### Metal 2

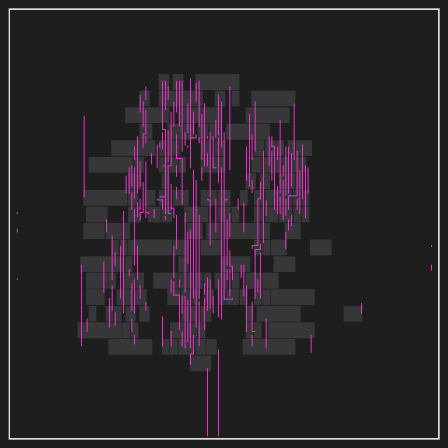
### Cell density map

The die is cut into 7 by 7 equal tiles; white is low, dark blue is high, 0 to 100% covered.
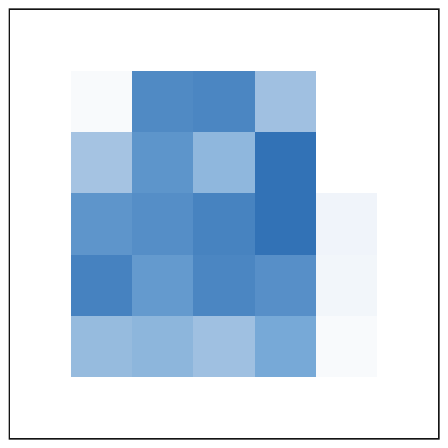
### Sequential cells colored by netlist name

Other sequential cells in the stronger gray, the rest of the logic in the fainter gray.
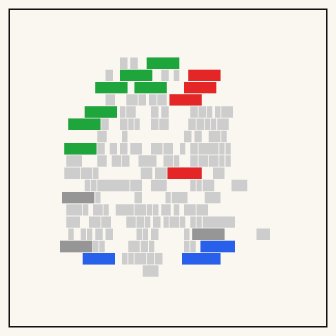
Design i2c_addr_receiver, sky130hd; sources not shown.
==> results.sh <==
# implementation run metrics
export IMPL_dp_hpwl_mm=1.557
export IMPL_clk_transition_reported_paths_ns=0.10
export IMPL_antenna_violating_nets_post_route=0
export IMPL_syn_num_nets=129
export IMPL_power_frac_clock_pct=30.8
export IMPL_crit_arrival_ns=1.56
export IMPL_critical_path_max_stage_delay_ns=0.50
export IMPL_die_area_sq_um=4944
export IMPL_die_x_um=70.31
export IMPL_tritoncts_clock_tree="done"
export IMPL_drt_iter0_drc=30
export IMPL_routabilityCongestion=0.8099
export IMPL_worstSetupEndpointType="register"
export IMPL_timing_critical_path_fanout_max=13
export IMPL_post_synth_cell_area_avg_sq_um=7.261
export IMPL_largest_reg_flops=7
export IMPL_syn_instance_count=122
export IMPL_intPower_w=0.0006391
export IMPL_path_class="in -> reg"
export IMPL_first_global_vias=871
export IMPL_relSlewSlack_pct=83.08
export IMPL_layout_worst_path_cycle_share_pct=95.10
export IMPL_lay_top_count="sky130_fd_sc_hd__nand2_1"
export IMPL_fraction_of_layout_cells_with_a_size_suffix_above_1_pct=23.61
export IMPL_final_area_sq_um=1125
export IMPL_reg2regPathDepth=6
export IMPL_worst_clock_skew_ns=0.002637
export IMPL_min_delay_path_depth=2
export IMPL_syn_to_final_growth_pct=26.98
export IMPL_grt_usage_pct=8.456
export IMPL_total_switching_power_w=0.0002142
export IMPL_power_switching_fraction_pct=25.10
export IMPL_fin_crit_ns=1.331
export IMPL_result_of_the_run="completed"
export IMPL_r2r_slack_ns=0.16
export IMPL_timing_max_transition_violations_final=0
export IMPL_synth_top_area_share_pct=38.42
export IMPL_top_cells_by_area="sky130_fd_sc_hd__dfxtp_1, sky130_fd_sc_hd__nand3_1, sky130_fd_sc_hd__nand2_1"
export IMPL_place_worst_setup_slack_ns=-0.2179
export IMPL_layout_setup_ws_ns=0.06867
export IMPL_cts_inserted_buffers=3
export IMPL_synth_chip_area_sq_um=885.8
export IMPL_timing_hold_worst_class="reg -> reg"
export IMPL_p_seq_share_pct=57.4
export IMPL_cp_cell_sequence="clkdlybuf4s50_1 -> inv_2 -> nor2_8 -> nand3_2 -> o21ai_0 -> nand2_1 -> nor2_1"
export IMPL_tot_pwr_w=0.0008532
export IMPL_crit_slowest_cell="sky130_fd_sc_hd__clkdlybuf4s50_1"
export IMPL_cts_root_buffer="sky130_fd_sc_hd__clkbuf_4"
export IMPL_cp_num_buf_inv=2
export IMPL_yosys_cell_types_count=22
export IMPL_synth_yosys_num_cells=122
export IMPL_grt_pass1_wl_mm=3.608
export IMPL_detailedRoute_firstPassIterationCount=4
export IMPL_top_area_cell="sky130_fd_sc_hd__dfxtp_1"
export IMPL_cp_start_kind="input pin"
export IMPL_openroad_warnings=26
export IMPL_route_detailed_wl_per_inst_um=11.63
export IMPL_drt_vias_per_instance=4.925
export IMPL_power_share_combinational_pct=11.8
export IMPL_ys_seq_share_pct=38.42
export IMPL_die_h_um=70.31
export IMPL_cap_violations=0
export IMPL_total_leakage_power_nw=0.4761
export IMPL_placement_rows=18
-- 'Metal 2' (at the start) --
wire length on this layer: 964 um
main direction: vertical
nets with wire on the layer: 114
longest straight run: 27.4 um
vias after detailed routing: 857
wirelength, routed: 2.024 mm

-- 'Cell density map' (at the start) --
fullest tile: 74%
nearly empty tiles: 53%
emptiest ninth of the die: upper right
densest ninth of the die: center
mean over tiles: 22%
final core utilization: 45.82%
effective utilization at floorplan: 36.09%
CORE AREA: 2455 sq um

-- 'Sequential cells colored by netlist name' (at the start) --
legend:
  red:
    netlist_name: cnt
    sequential_cells: 4
    where: top center
  green:
    netlist_name: sr
    sequential_cells: 7
  blue:
    netlist_name: state
    sequential_cells: 3
not colored: 3
Reg area: 346.6 sq um
sequential power: 0.000490 W
Seq area share: 30.81%

synthesized netlist by cell type, drive strengths merged:
master	count
inv	15
nand2	21
buf	3
o21bai	1
ha	1
nor3b	1
dfxtp	17
o21ai	2
clkbuf	2
nor3	2
nor2	18
nand4	11
nand3	17
a21oi	11
power groups by stage:
stage | clock (W) | sequential [W] | combinational [W]
after floorplan | 0 | 0.000501 | 0.0000480
after global placement | 0 | 0.000502 | 0.000101
after detailed placement | 0 | 0.000502 | 0.000101
after CTS | 0.000271 | 0.000491 | 0.000101
after global routing | 0.000301 | 0.000491 | 0.000110
final | 0.000263 | 0.000490 | 0.000101
per-stage QoR:
step,util (%),hold WS (ns),instances
2_1_floorplan,-,0.3489,122
3_3_place_gp,44.65,0.4826,170
3_5_place_dp,44.65,0.4923,170
4_1_cts,45.72,0.5066,174
5_1_grt,45.82,0.5292,174
6_report,45.82,0.5034,174
kinds of logic (layout without fill, tap and decap cells):
logic type      count (synthesis)  count (layout)  share of synthesized area [%]
fa+ha+maj                       1               1                          1.412
buf+inv                        20              42                          10.31
compound gates                 14              14                          8.192
flops                          17              17                          38.42
simple gates                   70              70                          41.67
what timing repair did:
item	in CTS	in global routing
buffers inserted	0	0
endpoints found under the setup margin	4	3
resized	7	6
endpoints found under the hold margin	0	0
layer usage:
| layer | track usage (%) | vias up | routed length, um |
|---|---|---|---|
| met1 | 10.09 | 384 | 960 |
| met3 | 2.119 | 4 | 72 |
| li1 | - | 451 | - |
| met4 | 3.947 | 0 | 27 |
| met2 | 13.67 | 18 | 963 |
| met5 | 0 | - | 0 |
layout make-up:
cell class,count,area [sq um]
flip-flops and latches,17,346.6
well taps,30,37.54
repair buffers,23,200.2
multi-input cells,85,456.7
fillers,257,1330
clock inverters,1,5.005
clock buffers,3,22.52
inverters,15,56.30
Power is estimated from default activity; no workload was simulated.
